===== config.mk =====
export PLATFORM = sky130hd
export DESIGN_NAME = data_mem_buffer
export DESIGN_NICKNAME = d
export VERILOG_FILES = /design/src/rtl/mem_ctrl_pkg.sv /design/src/rtl/wb_fifo.sv /design/src/rtl/data_mem_buffer.sv
export SDC_FILE = /design/constraint.sdc
export NUM_CORES = 1
export LEC_CHECK = 0
export CAP_MARGIN = 40
export CORE_UTILIZATION = 45
export DETAILED_ROUTE_END_ITERATION = 8
export HOLD_SLACK_MARGIN = 0.12
export SETUP_SLACK_MARGIN = 0.05
export SLEW_MARGIN = 20
export SYNTH_ARGS = -nofsm -noshare
export SYNTH_HDL_FRONTEND = slang
export SYNTH_SLANG_ARGS = --single-unit

===== constraint.sdc =====
create_clock -name CLK -period 25.2 [get_ports CLK]
set_clock_uncertainty 0.1 [all_clocks]
set_input_delay 7.56 -clock CLK [delete_from_list [all_inputs] [get_ports CLK]]
set_output_delay 7.56 -clock CLK [all_outputs]
set_load 0.1 [all_outputs]

===== src/rtl/mem_ctrl_pkg.sv =====
// Shared types and constants for the data-memory write buffer.
package mem_ctrl_pkg;

   // Default number of write-buffer entries (power of two, at least 2).
   localparam int DEFAULT_DEPTH = 4;

   // Field width of a stored entry; the block's WIDTH must not exceed this.
   localparam int ENTRY_WIDTH = 32;

   // Controller states: idle, draining the head store, reading on a load miss,
   // and presenting the returned load data for one cycle.
   typedef enum logic [1:0] {
      IDLE  = 2'd0,
      DRAIN = 2'd1,
      READ  = 2'd2,
      RESP  = 2'd3
   } state_t;

   // One buffered store.
   typedef struct packed {
      logic                   valid;
      logic [ENTRY_WIDTH-1:0] addr;
      logic [ENTRY_WIDTH-1:0] data;
   } wb_entry_t;

endpackage


===== src/rtl/wb_fifo.sv =====
// Write-buffer FIFO: circular storage of pending stores with head/tail
// pointers and an occupancy count. Every entry is exposed so the owner can
// perform the load-forwarding compare against all of them.
module wb_fifo
   import mem_ctrl_pkg::*;
#(
   parameter int WIDTH = 32,
   parameter int DEPTH = DEFAULT_DEPTH
) (
   input  logic                       clk,
   input  logic                       rst,
   input  logic                       push,
   input  logic [WIDTH-1:0]           push_addr,
   input  logic [WIDTH-1:0]           push_data,
   input  logic                       pop,
   output logic                       full,
   output logic                       empty,
   output logic [$clog2(DEPTH)-1:0]   head,
   output wb_entry_t                  entries [DEPTH]
);

   localparam int PW = $clog2(DEPTH);

   logic [PW:0]    count;
   logic [PW-1:0]  tail;
   logic           do_push;
   logic           do_pop;
   logic [DEPTH-1:0] slot_load;
   logic [DEPTH-1:0] slot_clear;

   // Full is judged on the registered count only, so a drain completing in the
   // same cycle never lets a store slip into a full buffer.
   assign full    = (count == (PW+1)'(DEPTH));
   assign empty   = (count == '0);
   assign do_push = push & ~full;
   assign do_pop  = pop & ~empty;

   // Per-slot write and invalidate strobes decoded from the pointers.
   for (genvar gi = 0; gi < DEPTH; gi++) begin : g_slot
      assign slot_load[gi]  = do_push && (tail == PW'(gi));
      assign slot_clear[gi] = do_pop && (head == PW'(gi));
   end

   // Entry storage: load at tail on push, drop the valid bit at head on pop.
   always_ff @(posedge clk or posedge rst) begin
      if (rst) begin
         for (int i = 0; i < DEPTH; i++) begin
            entries[i] <= '0;
         end
      end else begin
         for (int i = 0; i < DEPTH; i++) begin
            if (slot_clear[i]) begin
               entries[i].valid <= 1'b0;
            end
            if (slot_load[i]) begin
               entries[i] <= '{valid: 1'b1,
                               addr:  ENTRY_WIDTH'(push_addr),
                               data:  ENTRY_WIDTH'(push_data)};
            end
         end
      end
   end

   // Pointers wrap naturally because DEPTH is a power of two; simultaneous
   // push and pop leave the count unchanged.
   always_ff @(posedge clk or posedge rst) begin
      if (rst) begin
         head  <= '0;
         tail  <= '0;
         count <= '0;
      end else begin
         if (do_push) begin
            tail <= tail + 1'b1;
         end
         if (do_pop) begin
            head <= head + 1'b1;
         end
         case ({do_push, do_pop})
            2'b10:   count <= count + 1'b1;
            2'b01:   count <= count - 1'b1;
            default: count <= count;
         endcase
      end
   end

endmodule


===== src/rtl/data_mem_buffer.sv =====
// Data-memory front end: buffers CPU stores, forwards loads from the buffer,
// and sequences RAM accesses (drains and load misses) with a small FSM.
module data_mem_buffer
   import mem_ctrl_pkg::*;
#(
   parameter int WIDTH = 32,
   parameter int DEPTH = DEFAULT_DEPTH
) (
   input  logic             CLK,
   input  logic             RESET,
   input  logic [WIDTH-1:0] MEM_ADDR,
   input  logic             WRITE_MEM_EN,
   input  logic [WIDTH-1:0] WRITE_MEM_DATA,
   input  logic             READ_MEM_EN,
   output logic [WIDTH-1:0] READ_MEM_DATA,
   output logic             STALL,
   output logic             RAM_REQ,
   output logic             RAM_WE,
   output logic [WIDTH-1:0] RAM_ADDR,
   output logic [WIDTH-1:0] RAM_WDATA,
   input  logic             RAM_ACK,
   input  logic [WIDTH-1:0] RAM_RDATA
);

   localparam int PW = $clog2(DEPTH);

   state_t           state;
   state_t           next_state;
   logic [WIDTH-1:0] rdata_q;
   logic             store;
   logic             load;
   logic             match;
   logic             hit;
   logic             miss;
   logic             pop;
   logic             full;
   logic             empty;
   logic             stall;
   logic [PW-1:0]    head;
   logic [PW-1:0]    idx;
   logic [WIDTH-1:0] fwd_data;
   logic [WIDTH-1:0] rd_data;
   wb_entry_t        entries [DEPTH];

   // A simultaneous store and load is treated as a store only.
   assign store = WRITE_MEM_EN;
   assign load  = READ_MEM_EN & ~WRITE_MEM_EN;
   assign hit   = load & match;
   assign miss  = load & ~match;

   wb_fifo #(
      .WIDTH (WIDTH),
      .DEPTH (DEPTH)
   ) u_fifo (
      .clk       (CLK),
      .rst       (RESET),
      .push      (store),
      .push_addr (MEM_ADDR),
      .push_data (WRITE_MEM_DATA),
      .pop       (pop),
      .full      (full),
      .empty     (empty),
      .head      (head),
      .entries   (entries)
   );

   // Forwarding compare: walk entries oldest to youngest so the last match,
   // i.e. the youngest store to this address, wins.
   always_comb begin
      match    = 1'b0;
      fwd_data = '0;
      idx      = '0;
      for (int k = 0; k < DEPTH; k++) begin
         idx = head + PW'(k);
         if (entries[idx].valid && (WIDTH'(entries[idx].addr) == MEM_ADDR)) begin
            match    = 1'b1;
            fwd_data = WIDTH'(entries[idx].data);
         end
      end
   end

   // State register.
   always_ff @(posedge CLK or posedge RESET) begin
      if (RESET) begin
         state <= IDLE;
      end else begin
         state <= next_state;
      end
   end

   // Capture RAM read data when a load-miss read completes.
   always_ff @(posedge CLK or posedge RESET) begin
      if (RESET) begin
         rdata_q <= '0;
      end else if ((state == READ) && RAM_ACK) begin
         rdata_q <= RAM_RDATA;
      end
   end

   // Next state, RAM request signals, stall and load data selection.
   always_comb begin
      next_state = state;
      stall      = 1'b0;
      pop        = 1'b0;
      RAM_REQ    = 1'b0;
      RAM_WE     = 1'b0;
      RAM_ADDR   = '0;
      RAM_WDATA  = '0;
      rd_data    = '0;
      case (state)
         IDLE: begin
            stall = miss;
            if (miss) begin
               next_state = READ;
            end else if (!empty) begin
               next_state = DRAIN;
            end
         end
         DRAIN: begin
            stall     = miss;
            RAM_REQ   = 1'b1;
            RAM_WE    = 1'b1;
            RAM_ADDR  = WIDTH'(entries[head].addr);
            RAM_WDATA = WIDTH'(entries[head].data);
            if (RAM_ACK) begin
               pop        = 1'b1;
               next_state = IDLE;
            end
         end
         READ: begin
            stall    = 1'b1;
            RAM_REQ  = 1'b1;
            RAM_ADDR = MEM_ADDR;
            if (RAM_ACK) begin
               next_state = RESP;
            end
         end
         RESP: begin
            next_state = IDLE;
         end
         default: begin
            next_state = IDLE;
         end
      endcase
      if (store && full) begin
         stall = 1'b1;
      end
      if ((state == RESP) && load) begin
         rd_data = rdata_q;
      end else if (hit) begin
         rd_data = fwd_data;
      end
   end

   // CPU-facing outputs are forced low while reset is held, even if the CPU
   // presents a load during reset.
   assign STALL         = stall & ~RESET;
   assign READ_MEM_DATA = RESET ? '0 : rd_data;

endmodule


Figure 1. Logic cells by family (run 1).
Scale: 2 px per micron.
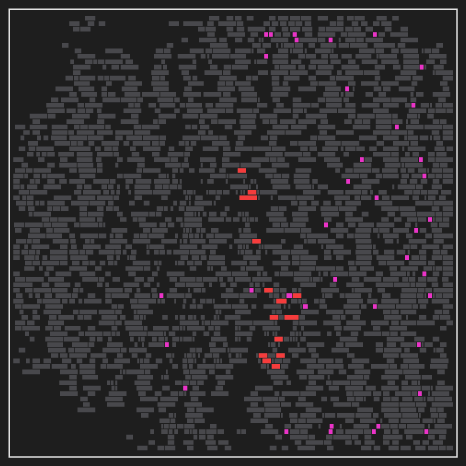
and/or cells -> magenta  # cells 38
fa/ha/maj cells -> red  # cells 14

Figure 2. Cell sizes after repair (run 1).
Scale: 2 px per micron.
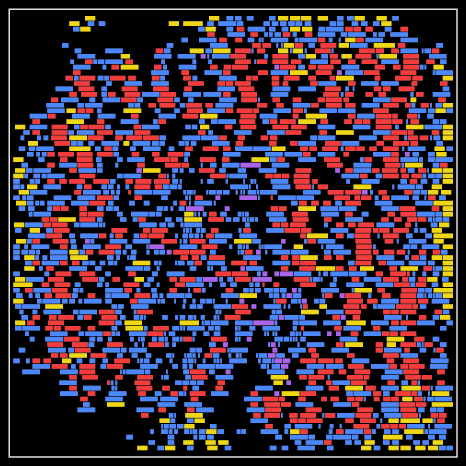
x1 and smaller -> blue  # cells 1065
x3 and x4 -> purple  # cells 45
x6 and larger -> yellow  # cells 163
x2 -> red  # cells 623
Final WS setup: 5.54 ns
Non-clk bufs: 332

==> flow_summary.yaml, run 1 <==
# yosys + openroad results
clock_network:
  post_cts_buffers: 0
  hold_buffers: 0
  clkSlewWorstSetupHoldPaths_ns: 0.05
  cts_buffers: 38
  clkSinkCount: 301
  clockRootBuffer: "clkbuf_16"
  htreeDepth: 2
synth:
  yosys-stat-area_sq_um: 22000
  synthTopLogicFamily: "multiplexers"
  ys_ff: 301
  synth_xor_xnor_area_share_pct: 5.02
  synthesis.area_sq_um: 22000
  ys_sh_simple_pct: 5.83
  synth_seq_share_pct: 34.2
  yosysUniqueCellTypes: 64
  synthArstFlopShare_pct: 100
  mux_area_share_pct: 40.7
  aoi_share_pct: 9.13
  syn_avg_cell_area_sq_um: 13.2
  synth_nets: 1779
  topCellsByArea: "dfrtp_1 34%, mux4_2 24%, mux2_2 14%"
  edf_count: 0
setup_path:
  timing.rr.end: "state[1]"
  worstPathCellList: "clkdlybuf4s50_1, inv_1, xnor2_1, nor4_1, nand4_1, nor4_4, a21boi_4, buf_4, a221oi_2, o31ai_2, clkdlybuf4s50_1, buf_8"
  cpPeakStageDelay_ns: 0.71
  timing.rr.start: "u_fifo.head[0]"
  reg2reg_slack_ns: 19.13
  crit_end: "READ_MEM_DATA[25]"
  end_kind: "primary output"
  critPathBufInv: 5
  cp_slowest_cell: "clkdlybuf4s50_1"
  worstPathMaxFanout: 31
  critPathLaunch: "MEM_ADDR[27]"
  r2r_cells: 12
  critPathTopFamily: "buffers and inverters"
final_timing:
  timing.hold.ws_ns: 0.407
  slew_violations: 0
  tightest_slew_ns: 0.964
  timing.final.crit_share_pct: 78.0
  grt_setup_unrepaired: "no"
  final_hold_viol_count: 0
  setup_viol_count_final: 0
global_routing:
  grt-ovfl-total: 0
  grtUsageTotal_pct: 26.4
  grt_pass1_vias: 16200
  grt_pass1_wl_microns: 100000
  antenna_found_initial: 6
  grt.met1_usage_pct: 34.8
  met2_usage_pct: 44.4
placement:
  pre_cts_ws_ns: 5.60
  place_area_sq_um: 25900
final_layout:
  drive_gt1_share_pct: 43.8
  largest_register: "u_fifo.entries"
  nonClkBufAreaFrac_pct: 14.4
  seq_area_sq_um: 7540
  nMultiInputCombCells: 1171
  fill_cells: 3860
  largest_reg_flops: 260
  lay_top_count: "dfrtp_1"
  comb_share_pct: 49.8
  largest_class: "combinational gates"
  area_growth_pct: 24.2
  seq_share_pct: 27.6
detailed_routing:
  vias_per_cell: 6.35
  wl_per_cell_microns: 25.7
  wl_microns: 64600
  top_layer: "met5"
  vias: 16000
  drt_iter0_markers: 1302
floorplan:
  die_y_microns: 223
  num_rows: 80
  fp_util_pct: 45.9
  die_w_microns: 223
status:
  status: "completed"
worst_hold_path:
  hold_class: "reg2reg"
  hold_path_depth: 1
job:
  drv_cap: 0
  tool_warnings: 38
Figure 3. Port wiring (run 1).
Scale: 1 px per micron.
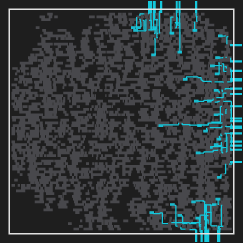
`READ_MEM_DATA` -> cyan  # bits 32, direction output, end cells 32, buffers 64, wire 1170 microns
port bufs: 199
I/O pins: 200

Figure 4. Pin placement (run 1).
Scale: 2 px per micron. Pins as bars across the die edge, other pins in grey.
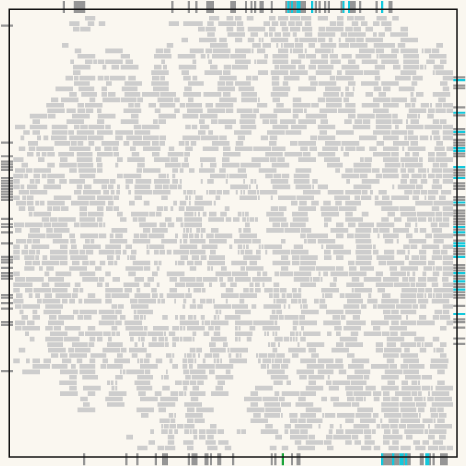

==> run 2, diff against run 1 <==
==> constraint.sdc (replaced) <==
create_clock -name CLK -period 18.9 [get_ports CLK]
set_clock_uncertainty 0.1 [all_clocks]
set_input_delay 5.67 -clock CLK [delete_from_list [all_inputs] [get_ports CLK]]
set_output_delay 5.67 -clock CLK [all_outputs]
set_load 0.1 [all_outputs]
Figure 5. Pin placement (run 2).
Scale: 2 px per micron. Pins as bars across the die edge, other pins in grey.
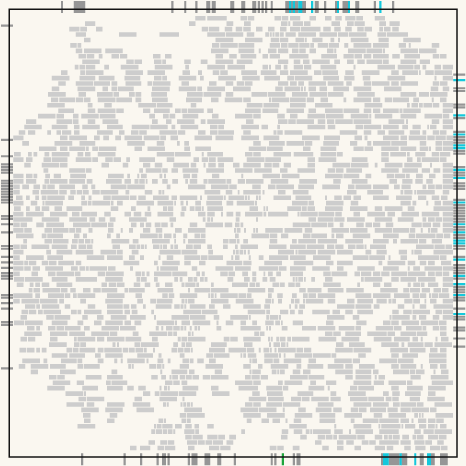
`READ_MEM_DATA` -> cyan  # pins 32, direction output, edge 17 right, 8 top, 7 bottom
`READ_MEM_EN` -> green  # pins 1, direction input, edge bottom

==> flow_summary.yaml, run 2 <==
# yosys + openroad results
status:
  status: "completed"
setup_path:
  cp_slowest_cell: "clkdlybuf4s50_1"
  end_kind: "primary output"
  timing.rr.start: "u_fifo.head[0]"
  crit_end: "READ_MEM_DATA[7]"
  reg2reg_slack_ns: 13.02
final_layout:
  fill_cells: 3914
  largest_register: "u_fifo.entries"
  lay_top_count: "dfrtp_1"
  drive_gt1_share_pct: 43.7
  seq_area_sq_um: 7540
placement:
  port_buffers: 199
  place_area_sq_um: 25900
clock_network:
  cts_buffers: 38
  clkSlewWorstSetupHoldPaths_ns: 0.05
  htreeDepth: 2
  post_cts_buffers: 0
  clockRootBuffer: "clkbuf_16"
global_routing:
  grtUsageTotal_pct: 26.7
  grt_pass1_wl_microns: 101000
  antenna_found_initial: 7
synth:
  synth_xor_xnor_area_share_pct: 5.02
  edf_count: 0
  synthesis.area_sq_um: 22000
  yosys-stat-area_sq_um: 22000
  synth_nets: 1779
  synthTopLogicFamily: "multiplexers"
  topCellsByArea: "dfrtp_1 34%, mux4_2 24%, mux2_2 14%"
  synthArstFlopShare_pct: 100
final_timing:
  setup_viol_count_final: 0
  final_hold_viol_count: 0
  timing.hold.ws_ns: 0.407
worst_hold_path:
  hold_path_depth: 1
floorplan:
  die_y_microns: 223
  num_rows: 80
  die_w_microns: 223
detailed_routing:
  wl_per_cell_microns: 26.1
  vias: 16000
job:
  drv_cap: 0
Figure 6. Cell sizes after repair (run 2).
Scale: 2 px per micron.
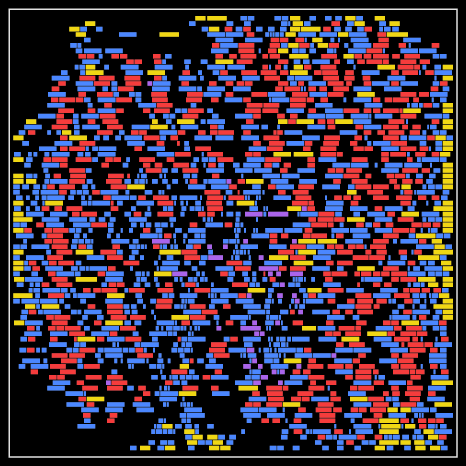
area delta synth->final: 24.5%
Final WS setup: 2.95 ns
Non-clk bufs: 334
Design Area, Final: 27400 sq um

Figure 7. Port wiring (run 2).
Scale: 1 px per micron.
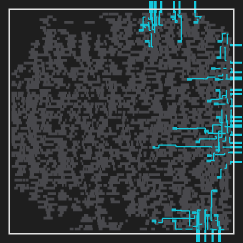

==> run 3, diff against run 2 <==
==> constraint.sdc (replaced) <==
create_clock -name CLK -period 15.7 [get_ports CLK]
set_clock_uncertainty 0.1 [all_clocks]
set_input_delay 4.71 -clock CLK [delete_from_list [all_inputs] [get_ports CLK]]
set_output_delay 4.71 -clock CLK [all_outputs]
set_load 0.1 [all_outputs]
Figure 8. Port wiring (run 3).
Scale: 1 px per micron.
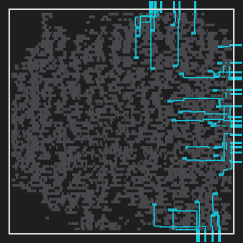
`READ_MEM_DATA` -> cyan  # bits 32, direction output, end cells 32, buffers 42, wire 1170 microns

==> flow_summary.yaml, run 3 <==
# yosys + openroad results
final_layout:
  largest_class: "combinational gates"
  buffers: 315
  drive_gt1_share_pct: 43.8
  area_growth_pct: 21.9
  comb_share_pct: 50.7
  nMultiInputCombCells: 1171
  largest_reg_flops: 260
global_routing:
  grtUsageTotal_pct: 26.0
  grt_pass1_wl_microns: 98800
  antenna_found_initial: 5
  grt_pass1_vias: 16000
  grt.met1_usage_pct: 34.2
placement:
  pre_cts_ws_ns: 1.65
  port_buffers: 199
final_timing:
  final_hold_viol_count: 0
  setup_viol_count_final: 0
  slew_violations: 0
  grt_setup_unrepaired: "no"
job:
  tool_warnings: 38
  drv_cap: 0
synth:
  ys_sh_simple_pct: 5.83
  ys_ff: 301
  yosysUniqueCellTypes: 64
  edf_count: 0
  topCellsByArea: "dfrtp_1 34%, mux4_2 24%, mux2_2 14%"
  synth_nets: 1779
  mux_area_share_pct: 40.7
  synth_xor_xnor_area_share_pct: 5.02
clock_network:
  cts_buffers: 39
  clkSlewWorstSetupHoldPaths_ns: 0.06
  htreeDepth: 2
  post_cts_buffers: 0
  clockRootBuffer: "clkbuf_16"
worst_hold_path:
  hold_path_depth: 1
  hold_class: "reg2reg"
status:
  status: "completed"
setup_path:
  critPathLaunch: "MEM_ADDR[27]"
  r2r_cells: 11
  end_kind: "primary output"
  worstPathCellList: "clkdlybuf4s50_1, inv_1, xnor2_1, nor4_1, nand4_1, nor4_4, a21boi_4, buf_4, a221oi_2, o31ai_2, buf_4"
  timing.rr.start: "u_fifo.head[0]"
  crit_end: "READ_MEM_DATA[15]"
floorplan:
  die_w_microns: 223
  die_y_microns: 223
detailed_routing:
  top_layer: "met5"
  wl_microns: 63700
Figure 9. Placed standard cells (run 3).
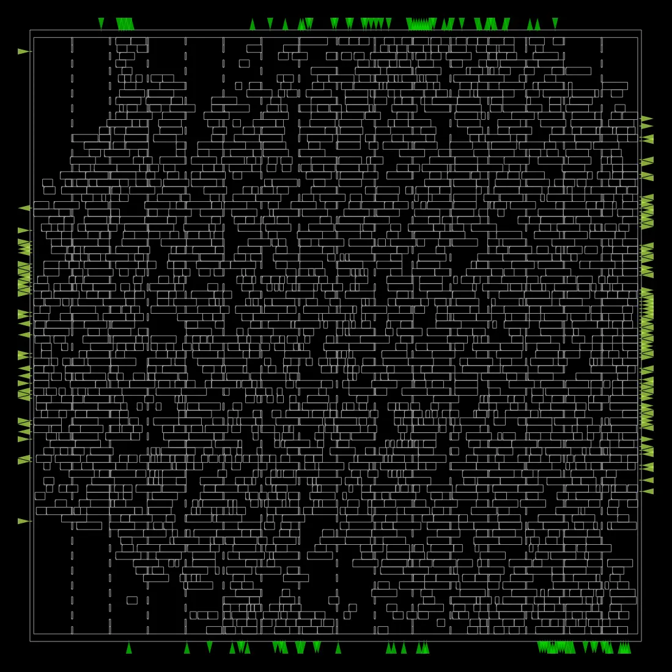
flop share of the area: 28.1%
Fillers: 3926
seq_cells: 301

